File: src/rtl/toggle_port_pkg.sv
// rtl/toggle_port_pkg.sv - shared types for the toggle-handshake memory port responder
package toggle_port_pkg;

  // Widest word address a port may carry; requests are zero-extended to this.
  localparam int REQ_AW_MAX = 32;

  typedef enum logic [1:0] {
    IDLE   = 2'd0,
    ACCESS = 2'd1,
    WAIT   = 2'd2,
    DONE   = 2'd3
  } state_e;

  typedef enum logic {
    PORT1 = 1'b0,
    PORT2 = 1'b1
  } port_sel_e;

  typedef struct packed {
    logic [REQ_AW_MAX-1:0] a;
    logic [1:0]            ds;
    logic                  we;
    logic [15:0]           d;
  } req_t;

  // Round-robin pick: a lone pending port wins; on a tie the port not served last wins.
  function automatic port_sel_e arbitrate(input logic pend1, input logic pend2,
                                          input port_sel_e last);
    if (pend1 && pend2) begin
      return (last == PORT1) ? PORT2 : PORT1;
    end else if (pend1) begin
      return PORT1;
    end else begin
      return PORT2;
    end
  endfunction

endpackage

File: src/rtl/toggle_port_slot.sv
// rtl/toggle_port_slot.sv - one toggle-handshake port: pending detect, request capture, ack and read data
module toggle_port_slot
  import toggle_port_pkg::*;
#(
  parameter int AW = 15
) (
  input  logic          clk_sys,
  input  logic          reset,
  input  logic          req,
  input  logic [AW-1:0] a,
  input  logic [1:0]    ds,
  input  logic          we,
  input  logic [15:0]   d,
  input  logic          grant,
  input  logic          finish,
  input  logic          load,
  input  logic [15:0]   rdata,
  output logic          pend,
  output logic          ack,
  output logic [15:0]   q,
  output req_t          live,
  output req_t          cap
);

  assign live = '{a: REQ_AW_MAX'(a), ds: ds, we: we, d: d};
  assign pend = req ^ ack;

  // Capture the request at grant, toggle ack on completion, load q on read completion.
  // Reset copies req into ack so no stale toggle is left pending.
  always_ff @(posedge clk_sys) begin
    if (reset) begin
      ack <= req;
      q   <= '0;
      cap <= '0;
    end else begin
      if (grant) begin
        cap <= live;
      end
      if (finish) begin
        ack <= ~ack;
      end
      if (load) begin
        q <= rdata;
      end
    end
  end

endmodule

File: src/rtl/toggle_port_responder.sv
// rtl/toggle_port_responder.sv - two toggle-handshake ports arbitrated onto one 16-bit block RAM
module toggle_port_responder
  import toggle_port_pkg::*;
#(
  parameter int AW     = 15,
  parameter int RD_LAT = 1
) (
  input  logic          clk_sys,
  input  logic          reset,
  input  logic          port1_req,
  output logic          port1_ack,
  input  logic [AW-1:0] port1_a,
  input  logic [1:0]    port1_ds,
  input  logic          port1_we,
  input  logic [15:0]   port1_d,
  output logic [15:0]   port1_q,
  input  logic          port2_req,
  output logic          port2_ack,
  input  logic [AW-1:0] port2_a,
  input  logic [1:0]    port2_ds,
  input  logic          port2_we,
  input  logic [15:0]   port2_d,
  output logic [15:0]   port2_q,
  output logic [AW-1:0] mem_addr,
  output logic [1:0]    mem_be,
  output logic          mem_we,
  output logic [15:0]   mem_wdata,
  input  logic [15:0]   mem_rdata
);

  // Last WAIT cycle index; the read data is sampled on the edge that leaves it.
  localparam logic [1:0] LAT_LAST = 2'(RD_LAT - 1);

  state_e    state, state_nxt;
  port_sel_e last, sel, pick;
  logic [1:0] cnt;
  logic pend1, pend2;
  logic grant1, grant2, finish1, finish2;
  req_t live1, live2, cap1, cap2, inc, cur;
  logic unused_addr_hi;

  toggle_port_slot #(.AW(AW)) u_slot1 (
    .clk_sys (clk_sys),
    .reset   (reset),
    .req     (port1_req),
    .a       (port1_a),
    .ds      (port1_ds),
    .we      (port1_we),
    .d       (port1_d),
    .grant   (grant1),
    .finish  (finish1),
    .load    (finish1 & ~cur.we),
    .rdata   (mem_rdata),
    .pend    (pend1),
    .ack     (port1_ack),
    .q       (port1_q),
    .live    (live1),
    .cap     (cap1)
  );

  toggle_port_slot #(.AW(AW)) u_slot2 (
    .clk_sys (clk_sys),
    .reset   (reset),
    .req     (port2_req),
    .a       (port2_a),
    .ds      (port2_ds),
    .we      (port2_we),
    .d       (port2_d),
    .grant   (grant2),
    .finish  (finish2),
    .load    (finish2 & ~cur.we),
    .rdata   (mem_rdata),
    .pend    (pend2),
    .ack     (port2_ack),
    .q       (port2_q),
    .live    (live2),
    .cap     (cap2)
  );

  assign pick = arbitrate(pend1, pend2, last);
  assign inc  = (pick == PORT1) ? live1 : live2;
  assign cur  = (sel == PORT1) ? cap1 : cap2;

  // Address bits above AW are always zero after extension.
  assign unused_addr_hi = ^{inc.a, cur.a};

  // State register.
  always_ff @(posedge clk_sys) begin
    if (reset) begin
      state <= IDLE;
    end else begin
      state <= state_nxt;
    end
  end

  // Next state plus one-cycle grant and finish strobes for the selected port.
  always_comb begin
    state_nxt = state;
    grant1    = 1'b0;
    grant2    = 1'b0;
    finish1   = 1'b0;
    finish2   = 1'b0;
    case (state)
      IDLE: begin
        if (pend1 || pend2) begin
          state_nxt = ACCESS;
          grant1    = (pick == PORT1);
          grant2    = (pick == PORT2);
        end
      end
      ACCESS: state_nxt = WAIT;
      WAIT: begin
        if (cnt == LAT_LAST) begin
          state_nxt = DONE;
          finish1   = (sel == PORT1);
          finish2   = (sel == PORT2);
        end
      end
      DONE:    state_nxt = IDLE;
      default: state_nxt = IDLE;
    endcase
  end

  // Served-port tracking for round-robin and the read-latency counter.
  always_ff @(posedge clk_sys) begin
    if (reset) begin
      last <= PORT2;
      sel  <= PORT2;
      cnt  <= 2'd0;
    end else begin
      if (grant1 || grant2) begin
        sel  <= pick;
        last <= pick;
      end
      cnt <= (state == WAIT) ? cnt + 2'd1 : 2'd0;
    end
  end

  // Memory outputs: loaded straight from the winning port at grant so the address
  // is out one cycle earlier, then held from the captured request.
  always_ff @(posedge clk_sys) begin
    if (reset) begin
      mem_addr  <= '0;
      mem_be    <= '0;
      mem_we    <= 1'b0;
      mem_wdata <= '0;
    end else begin
      mem_we <= 1'b0;
      if (grant1 || grant2) begin
        mem_addr  <= AW'(inc.a);
        mem_be    <= inc.ds;
        mem_wdata <= inc.d;
        mem_we    <= inc.we & (|inc.ds);
      end else begin
        mem_addr  <= AW'(cur.a);
        mem_be    <= cur.ds;
        mem_wdata <= cur.d;
      end
    end
  end

endmodule

File: config.mk
export PLATFORM = sky130hd
export DESIGN_NAME = toggle_port_responder
export DESIGN_NICKNAME = d
export VERILOG_FILES = /design/src/rtl/toggle_port_pkg.sv /design/src/rtl/toggle_port_slot.sv /design/src/rtl/toggle_port_responder.sv
export SDC_FILE = /design/constraint.sdc
export NUM_CORES = 1
export LEC_CHECK = 0
export CORE_UTILIZATION = 51
export DETAILED_ROUTE_END_ITERATION = 6
export PLACE_DENSITY = 0.78
export SLEW_MARGIN = 40
export SYNTH_ARGS = -nofsm -noshare
export SYNTH_HDL_FRONTEND = slang
export SYNTH_HIERARCHICAL = 1
export SYNTH_SLANG_ARGS = --single-unit
File: constraint.sdc
create_clock -name clk_sys -period 2.3 [get_ports clk_sys]
set_input_delay 0.46 -clock clk_sys [delete_from_list [all_inputs] [get_ports clk_sys]]
set_output_delay 0.46 -clock clk_sys [all_outputs]
set_load 0.05 [all_outputs]
### Sequential cells coloured by netlist name

Other sequential cells in the stronger grey, the rest of the logic in the fainter grey.
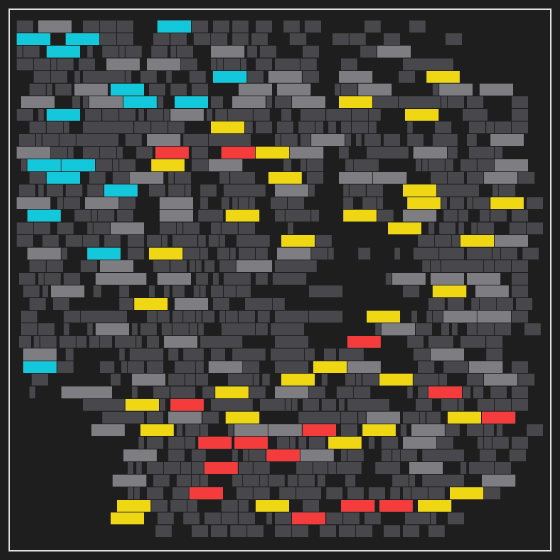
- `u_slot2/q`: cyan (flops 16; where north-west)
- `u_slot1/cap`: yellow (flops 34)
- `mem_addr`: red (flops 15)
- not coloured: 76
sequential portion of the cell area: 33.57%
area of all sequential standard cells: 2844 um2
Seq. pwr: 3.33 mW

### Cells coloured by instance

Other cells in grey.
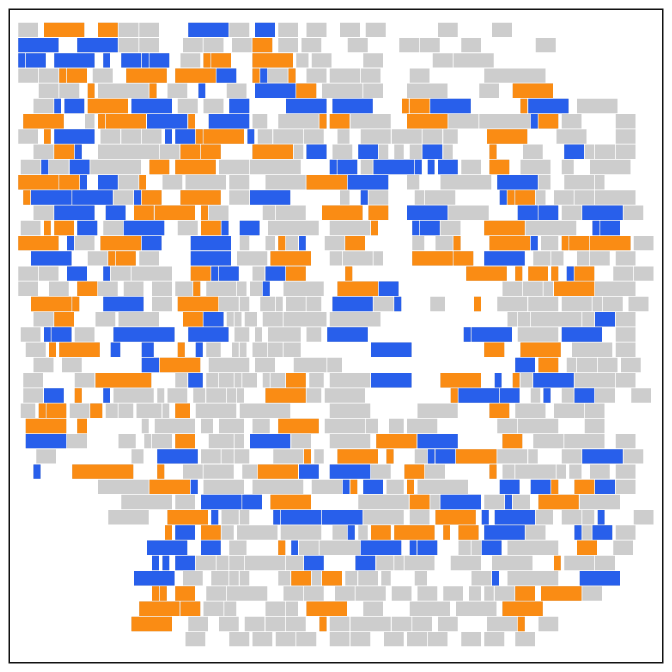
- `u_slot1`: orange (cells 158; where widely spread)
- `u_slot2`: blue (cells 159; where widely spread)
overall die area: 13560 um2
final core utilization: 66.86%
post-route non-filler standard cell count: 909

### Placement density heat map

12 x 12 tiles, from black (low) to pale yellow (high), 0 to 100% covered.
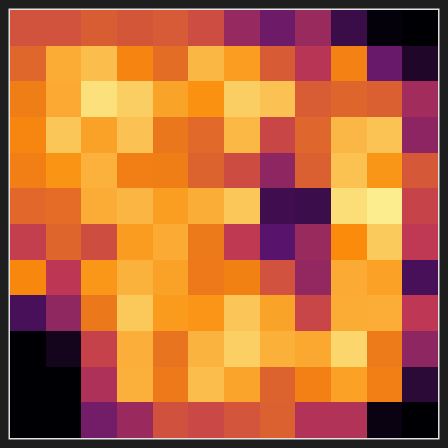
- nearly empty tiles: 5.6%
- mean over tiles: 61%
- fullest tile: 96%
- emptiest ninth of the die: south-west
- tiles over 75% full: 37%
core footprint: 12670 um2
Initial Utilization: 52.71%

### Cell classes on the final placement

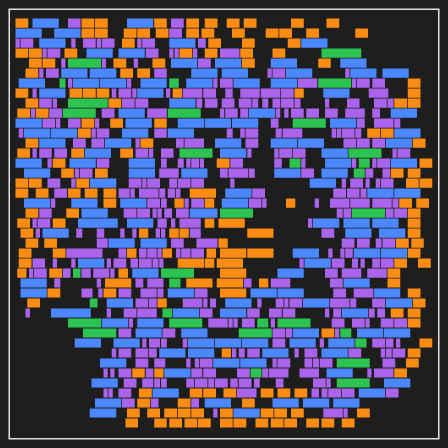
- registers: blue (cells 141)
- clock drivers and dummy loads: green (cells 32)
- remaining buffers and delay cells: orange (cells 186)
- remaining logic cells: purple (cells 378)
num rows: 41
post-route cell area: 8472 um2

### Routing congestion

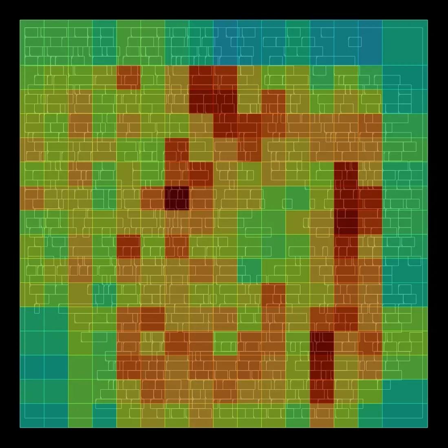
M3 GR Usage: 7.265%
overall global routing resource usage: 24.10%
met1 layer usage reported by global route: 27.88%
gr busiest metal: met2

==> run notes <==
After detailed routing, the number of vias per cell comes to 5.479. The final power report lists total power as 11.16 mW. The tools report the nature of the critical path endpoint as a primary output. At the placement stage, the worst setup path has a slack of -0.01132 ns. Per the log, the first TritonRoute iteration ended with a DRC count of 353.

The number of buffers and inverters on the critical path is 1, and the post-layout minimum cycle time is 2.219 ns. Hold repair after CTS inserted 0 buffers. The areal power density over the cells came out at 1317 nW/um2.

Per the hold report, the tightest min-delay path originates at cnt[0]. In this run, power in combinational logic comes to 5.12 mW. With the CTS clock-pin slew for the worst setup and hold paths at 0.06 ns, the number of detailed-route iterations in the first pass is 5.

After layout, the setup clock skew is reported as 0.01146 ns. The first global-routing pass estimated 25.00 mm of wire. The floorplan step set the die height to 116.4 um. In the synthesized netlist, the number of instances is 641.

Per the CTS log, the maximum H-tree level is 4. Summing over every cut layer, the via total after detailed routing is 4980. The total stage count of the critical path is 1. The cell count of the worst hold path was 1.

The number of ports placed on the die boundary was 156. Per the post-synthesis stats, the area per cell is 10.42 um2. The last weighted congestion value of the routability-driven placer was 0.7745. The run gives 6 as the Yosys warning count.

The critical-path cell with the highest stage delay was sky130_fd_sc_hd__clkdlybuf4s50_1. The via count of the first global-routing pass was 5111; the combinational group share of total power was 45.9%. For reference, the critical path cell chain is clkdlybuf4s50_1.

The flow ran to the end, and the final reports show no timing, DRC or antenna violations. The run gives 0 as the remaining global-route overflow. Counting every net in the synthesized netlist gives 732. Per the timing report, the biggest fanout along the worst path comes to 3. With the clock sink count at 141, the later-pin clock latency in the skew report is 0.42 ns. Summing all placed instances gives a cell area of 7884 um2. Per the CTS log, the root buffer master is sky130_fd_sc_hd__clkbuf_16.

Summed over all cells, the static leakage comes to 3.266 nW. The number of antenna diodes in the final layout is 0. The run gives 0 as the final hold violation count.

The power dissipated in the clock network was 2.71 mW; the half-perimeter wire length after detailed placement was 10.77 mm. The pin closest to its max-slew limit shows a slew of 0.5379 ns. The run gives 0 as the max-cap violation count. In this run, post-CTS repair resized a total of 0 instances. The switching portion of total power comes to 39.02%. According to the timing report, the data required time at the worst endpoint equals 1.84 ns. Worst hold endpoint: cnt[0].

The buffer depth of the longest clock path was 2. The worst-case register-to-register setup slack was 0.46 ns; the total wirelength of the detailed-routed design was 15.90 mm. Per the final layout report, the fraction of cells sized above drive strength 1 comes to 14.38%.

With the remaining antenna violation count at 0, the worst hold slack after final layout is 0.4295 ns. The run gives 1.76 ns as the data arrival time of the critical path. The run gives 0 as the initial antenna violation count. The tools report the post-CTS setup repair buffer count as 0. The power group with the highest consumption was combinational logic.

The tightest min-delay check is of the reg2reg type. In the setup report, the worst path falls into the class reg2out. Setup repair after global routing left no endpoint under its margin. The run gives 27 for the total number of warnings across the stage logs. Sequential cells burn 29.8% of the power. The endpoint of the most critical register-to-register path was mem_wdata[5]. The synthesized netlist occupies a cell area of 6679 um2. The post-layout period usage of the worst path works out to 96.46%.

TritonRoute reported its final design rule violation total as 0. The worst pin sits at a relative slew slack of 64.03%. The largest stage delay on the critical path was 0.86 ns; the final setup violation count was 0. The run gives 17 as the number of clock buffers inserted by TritonCTS. Startpoint class of the critical path: a flop. STA lists the startpoint of the worst register-to-register path as u_slot2/ack.

The run gives 0.08136 ns for the setup slack after layout. Global-route track usage on met2: 42.21%. For this sky-water flow run, the detailed-routed wirelength per cell is reported as 17.49 um. With the pin count of the biggest net entering global routing at 66, the horizontal die dimension is 116.4 um. Among cell families on the critical path, the largest total delay comes from buffers and inverters. The cell-internal power is 6.803 mW. TritonCTS built the clock tree. With the number of slew-limit violations in the final report at 0, the part of the power in the clock network is 24.3%. According to the finish report, the design has a final net count of 815. The relative area change from synthesis to final layout is 26.85%, and the total of buffers placed on input and output ports is 155. The switching power came out at 4.353 mW. The logs give 654.8 uV for the maximum ir drop on the vdd rail and 877 for the placed instance count.

Cell count of the worst reg-to-reg path: 6. With the final-layout setup total negative slack at 0 ns, the fmax is 450.7 MHz.
==> state kept, by name, indices dropped and copies added (netlist names) <==
register,cells
u_slot2/cap,34
u_slot2/q,16
u_slot1/q,16
u_slot1/cap,34
u_slot2/ack,1
mem_we,1
cnt,2
mem_wdata,16
state,2
mem_addr,15
sel,1
mem_be,2
u_slot1/ack,1
==> cell type report <==
cell class	count	area, um2
fillers	972	4199
multi-input cells	373	2874
flip-flops and latches	141	2844
repair buffers	186	1932
clock buffers	17	425.4
well taps	172	215.2
clock inverters	15	162.7
inverters	5	18.77
==> how the worst max path moves through the flow <==
| stage | from | to |
|---|---|---|
| 6_report | u_slot1/ack | port1_ack |
| 5_1_grt | u_slot1/ack | port1_ack |
| 4_1_cts | u_slot1/ack | port1_ack |
| 3_5_place_dp | port1_req | mem_wdata[15] |
| 3_3_place_gp | port1_req | mem_we |
| 2_1_floorplan | u_slot2/ack | u_slot2/cap[0] |
==> cells in the final DEF (no fill, tap or decap), types with 6 or more instances in the layout <==
| cell type | instances |
|---|---|
| sky130_fd_sc_hd__a221oi_2 | 29 |
| sky130_fd_sc_hd__a31oi_1 | 33 |
| sky130_fd_sc_hd__buf_12 | 12 |
| sky130_fd_sc_hd__buf_4 | 20 |
| sky130_fd_sc_hd__clkbuf_16 | 17 |
| sky130_fd_sc_hd__clkdlybuf4s50_1 | 154 |
| sky130_fd_sc_hd__dfxtp_1 | 138 |
| sky130_fd_sc_hd__mux2i_1 | 134 |
| sky130_fd_sc_hd__nand2_1 | 6 |
| sky130_fd_sc_hd__nor2_1 | 104 |
| sky130_fd_sc_hd__o21ai_0 | 7 |
| sky130_fd_sc_hd__o21ai_1 | 29 |
==> metal layers <==
metal  vias up  share of wire, %
met4         0               1.5
met1      2409                41
met2       186                51
li1       2366                 -
met5         -                 0
met3        19               6.7
Power figures rest on the tool's default switching activity, not on a simulated workload.
